$ cat src/rtl/arm_step_sequencer_pkg.sv
// arm_pkg: shared types and constants for the arm axis step sequencer
package arm_pkg;

    typedef enum logic [1:0] {
        IDLE      = 2'd0,
        DIR_SETUP = 2'd1,
        PULSE     = 2'd2,
        GAP       = 2'd3
    } state_t;

    typedef enum logic [1:0] {
        COMPLETE = 2'd0,
        ABORT    = 2'd1,
        LIMIT    = 2'd2,
        FAULT    = 2'd3
    } stop_t;

    localparam int CLK_HZ = 12000000;

endpackage

$ cat src/rtl/arm_step_sequencer_input_synchronizer.sv
// input_synchronizer: flop chain that brings an asynchronous input into the clk_12MHz domain
module input_synchronizer #(
    parameter int   STAGES    = 2,
    parameter logic RESET_VAL = 1'b0
) (
    input  logic clk_12MHz,
    input  logic resetn,
    input  logic d,
    output logic q
);

    logic [STAGES-1:0] sr;

    // Reset to the input's inactive level so no false event follows reset
    always_ff @(posedge clk_12MHz or negedge resetn) begin
        if (!resetn) sr <= {STAGES{RESET_VAL}};
        else         sr <= {sr[STAGES-2:0], d};
    end

    assign q = sr[STAGES-1];

endmodule

$ cat src/rtl/arm_step_sequencer.sv
// arm_step_sequencer: timed step-pulse engine for one arm axis
module arm_step_sequencer
    import arm_pkg::*;
#(
    parameter int PULSE_CYCLES     = 24,
    parameter int DIR_SETUP_CYCLES = 12,
    parameter int SYNC_STAGES      = 2
) (
    input  logic        clk_12MHz,
    input  logic        resetn,
    input  logic        start,
    input  logic [31:0] steps,
    input  logic [31:0] div_factor,
    input  logic        dir_cmd,
    input  logic        steppol,
    input  logic        pause,
    input  logic        abort,
    input  logic        limitn,
    input  logic        fault,
    output logic        step_line,
    output logic        dir,
    output logic        busy,
    output logic        done,
    output logic [31:0] steps_remaining,
    output logic [1:0]  stop_reason
);

    localparam logic [31:0] MIN_PER = 32'(2 * PULSE_CYCLES);

    state_t      state;
    stop_t       why;
    logic        pulse, abort_pend, limitn_s, fault_s, lim, flt, ab, halt, fire;
    logic [31:0] cnt, per, per_cnt;

    input_synchronizer #(.STAGES(SYNC_STAGES), .RESET_VAL(1'b1)) u_limit_sync (
        .clk_12MHz(clk_12MHz), .resetn(resetn), .d(limitn), .q(limitn_s)
    );

    input_synchronizer #(.STAGES(SYNC_STAGES), .RESET_VAL(1'b0)) u_fault_sync (
        .clk_12MHz(clk_12MHz), .resetn(resetn), .d(fault), .q(fault_s)
    );

    assign lim       = ~limitn_s;
    assign flt       = fault_s;
    assign ab        = abort_pend | abort;
    assign halt      = flt | lim | ab;
    assign why       = flt ? FAULT : lim ? LIMIT : ABORT;
    assign fire      = (state == DIR_SETUP && cnt <= 32'd1) || (state == GAP && per_cnt <= 32'd1);
    assign step_line = pulse ^ ~steppol;

    // Move sequencing: command capture, dir setup, pulse width, period gap and stop handling
    always_ff @(posedge clk_12MHz or negedge resetn) begin
        if (!resetn) begin
            state           <= IDLE;
            pulse           <= 1'b0;
            abort_pend      <= 1'b0;
            cnt             <= '0;
            per             <= '0;
            per_cnt         <= '0;
            dir             <= 1'b0;
            busy            <= 1'b0;
            done            <= 1'b0;
            steps_remaining <= '0;
            stop_reason     <= COMPLETE;
        end else begin
            done <= 1'b0;
            if (state != IDLE) abort_pend <= ab;
            if (state == IDLE) begin
                if (start && !abort) begin
                    dir             <= dir_cmd;
                    steps_remaining <= steps;
                    per             <= (div_factor > MIN_PER) ? div_factor : MIN_PER;
                    abort_pend      <= 1'b0;
                    if (steps == '0) begin
                        done        <= 1'b1;
                        stop_reason <= COMPLETE;
                    end else begin
                        busy  <= 1'b1;
                        cnt   <= 32'(DIR_SETUP_CYCLES);
                        state <= DIR_SETUP;
                    end
                end
            end else if (fire) begin
                if (halt) begin
                    state       <= IDLE;
                    busy        <= 1'b0;
                    done        <= 1'b1;
                    stop_reason <= why;
                    abort_pend  <= 1'b0;
                end else if (!pause) begin
                    pulse           <= 1'b1;
                    steps_remaining <= (steps_remaining == '0) ? '0 : steps_remaining - 32'd1;
                    cnt             <= 32'(PULSE_CYCLES);
                    per_cnt         <= per;
                    state           <= PULSE;
                end
            end else if (state == PULSE) begin
                if (!pause) per_cnt <= per_cnt - 32'd1;
                if (cnt > 32'd1) begin
                    cnt <= cnt - 32'd1;
                end else begin
                    pulse <= 1'b0;
                    if (steps_remaining == '0) begin
                        state       <= IDLE;
                        busy        <= 1'b0;
                        done        <= 1'b1;
                        stop_reason <= COMPLETE;
                        abort_pend  <= 1'b0;
                    end else begin
                        state <= GAP;
                    end
                end
            end else if (state == DIR_SETUP) begin
                cnt <= cnt - 32'd1;
            end else if (!pause) begin
                per_cnt <= per_cnt - 32'd1;
            end
        end
    end

endmodule

$ cat config.mk
export PLATFORM = sky130hd
export DESIGN_NAME = arm_step_sequencer
export DESIGN_NICKNAME = d
export VERILOG_FILES = /design/src/rtl/arm_step_sequencer_pkg.sv /design/src/rtl/arm_step_sequencer_input_synchronizer.sv /design/src/rtl/arm_step_sequencer.sv
export SDC_FILE = /design/constraint.sdc
export NUM_CORES = 1
export LEC_CHECK = 0
export ABC_AREA = 0
export CELL_PAD_IN_SITES_DETAIL_PLACEMENT = 0
export CELL_PAD_IN_SITES_GLOBAL_PLACEMENT = 2
export CORE_MARGIN = 8
export CORE_UTILIZATION = 34
export CTS_CLUSTER_SIZE = 25
export DETAILED_ROUTE_END_ITERATION = 6
export PLACE_DENSITY_LB_ADDON = 0.15
export SYNTH_ARGS = -nofsm -noshare
export SYNTH_HDL_FRONTEND = slang
export SYNTH_SLANG_ARGS = --single-unit
$ cat constraint.sdc
create_clock -name clk_12MHz -period 3.7 [get_ports clk_12MHz]
set_clock_uncertainty 0.05 [all_clocks]
set_input_delay 0.74 -clock clk_12MHz [delete_from_list [all_inputs] [get_ports clk_12MHz]]
set_output_delay 0.74 -clock clk_12MHz [all_outputs]
set_load 0.03 [all_outputs]
layer_met4.png
The bar under the picture is 50 um long.
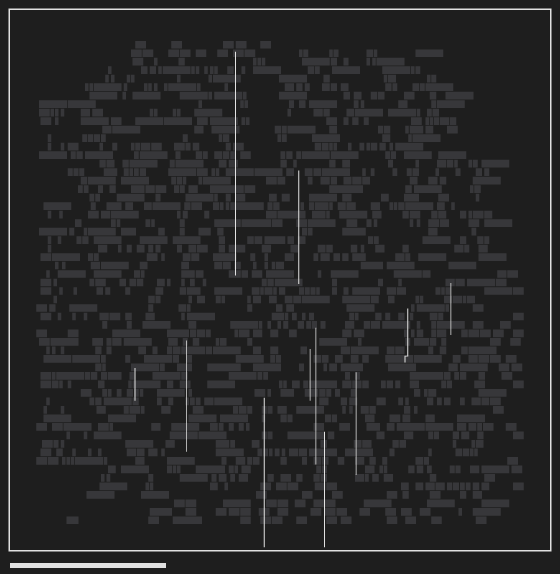
The layer holds 1.3% of the routed length. The wires run mostly vertical.

layer_met2.png
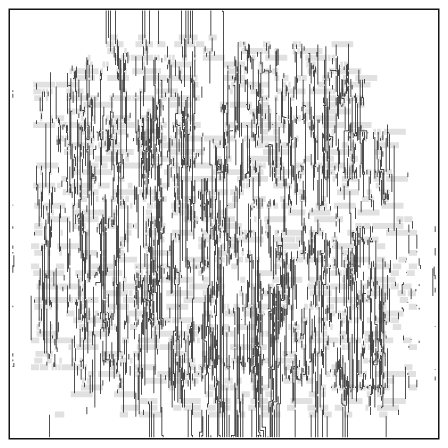
928 nets have wire on it. The layer holds 48% of the routed length.

==> flow_metrics.py <==
# Flow results
metrics = {
    "finish": {
        "clkbuf_count": 22,
        "insertedDiodeCount": 0,
        "finalNonFillerCells": 1419,
        "signal_buffers": 159,
        "n_all_inverters": 33,
        "largest_class": "logic gates",
        "nFlopsAndLatches": 141,
    },
    "power": {
        "finalPower_mw": 8.03,
        "seq_power_mw": 2.79,
        "seq_power_share_pct": 34.7,
        "maxPowerGroup": "combinational cells",
        "peakVddDrop_uv": 326,
        "comb_cell_power_mw": 3.34,
        "leakage_nw": 4.37,
    },
    "setup_path": {
        "worstReg2RegEnd": "per_cnt[31]$_DFFE_PN0P_",
        "crit_path_start": "per_cnt[28]$_DFFE_PN0P_",
        "critPathTopFamily": "simple AND/OR/NAND/NOR gates",
        "cp_slowest_cell": "a221oi_4",
        "crit_path_end_kind": "register",
    },
    "placement": {
        "io_buffers": 110,
        "place_ws_ns": 0.156,
    },
    "run": {
        "tool_warnings": 29,
        "cap_viol_max_count": 0,
    },
    "synthesis": {
        "synthCells": 964,
        "ys_area_sq_um": 8380,
        "synthesis.nets": 1043,
        "netlist_area_sq_um": 8380,
        "synth.logic.top_family": "simple AND/OR/NAND/NOR gates",
        "synthTopCellsByArea": "dfrtp_1, nand2_1, nor4_1",
        "ys_warn_count": 0,
    },
    "grt": {
        "antenna_found_initial": 0,
        "grt_max_degree": 62,
    },
    "die": {
        "fp_util_pct": 34.5,
    },
    "routing": {
        "wl_met3_mm": 1.22,
        "drc_errors": 0,
        "wl_met2_mm": 13.8,
    },
    "status": {
        "status": "finished, final reports clean",
    },
    "cts": {
        "cts_resized": 0,
    },
}
sizes.png
The bar under the picture is 50 um long.
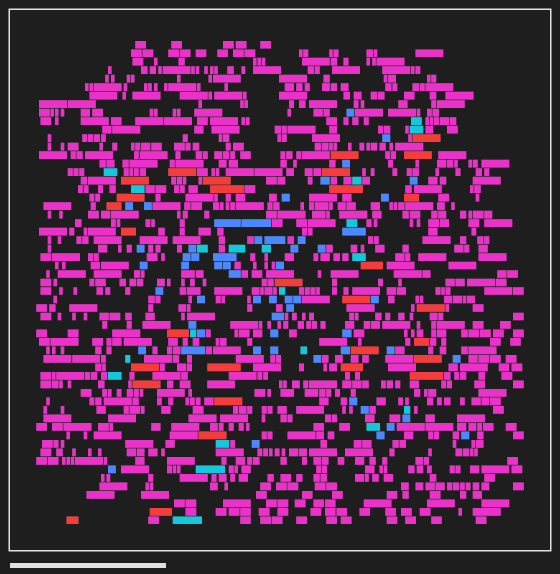
Key: red = _6 and larger [cells 30, most used clkbuf_16]; cyan = _2 cells [cells 20, most used nor4_2]; magenta = _0 and _1 cells [cells 988, most used dfrtp_1]; blue = _3 and _4 cells [cells 57, most used buf_4]

wires.png
Only two layers are drawn.
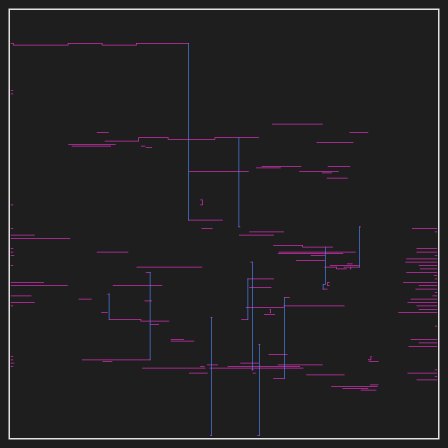
Key: magenta = metal 3 [wire length 1220 um]; blue = metal 4 [wire length 364 um]

Power figures rest on the tool's default switching activity, not on a simulated workload.
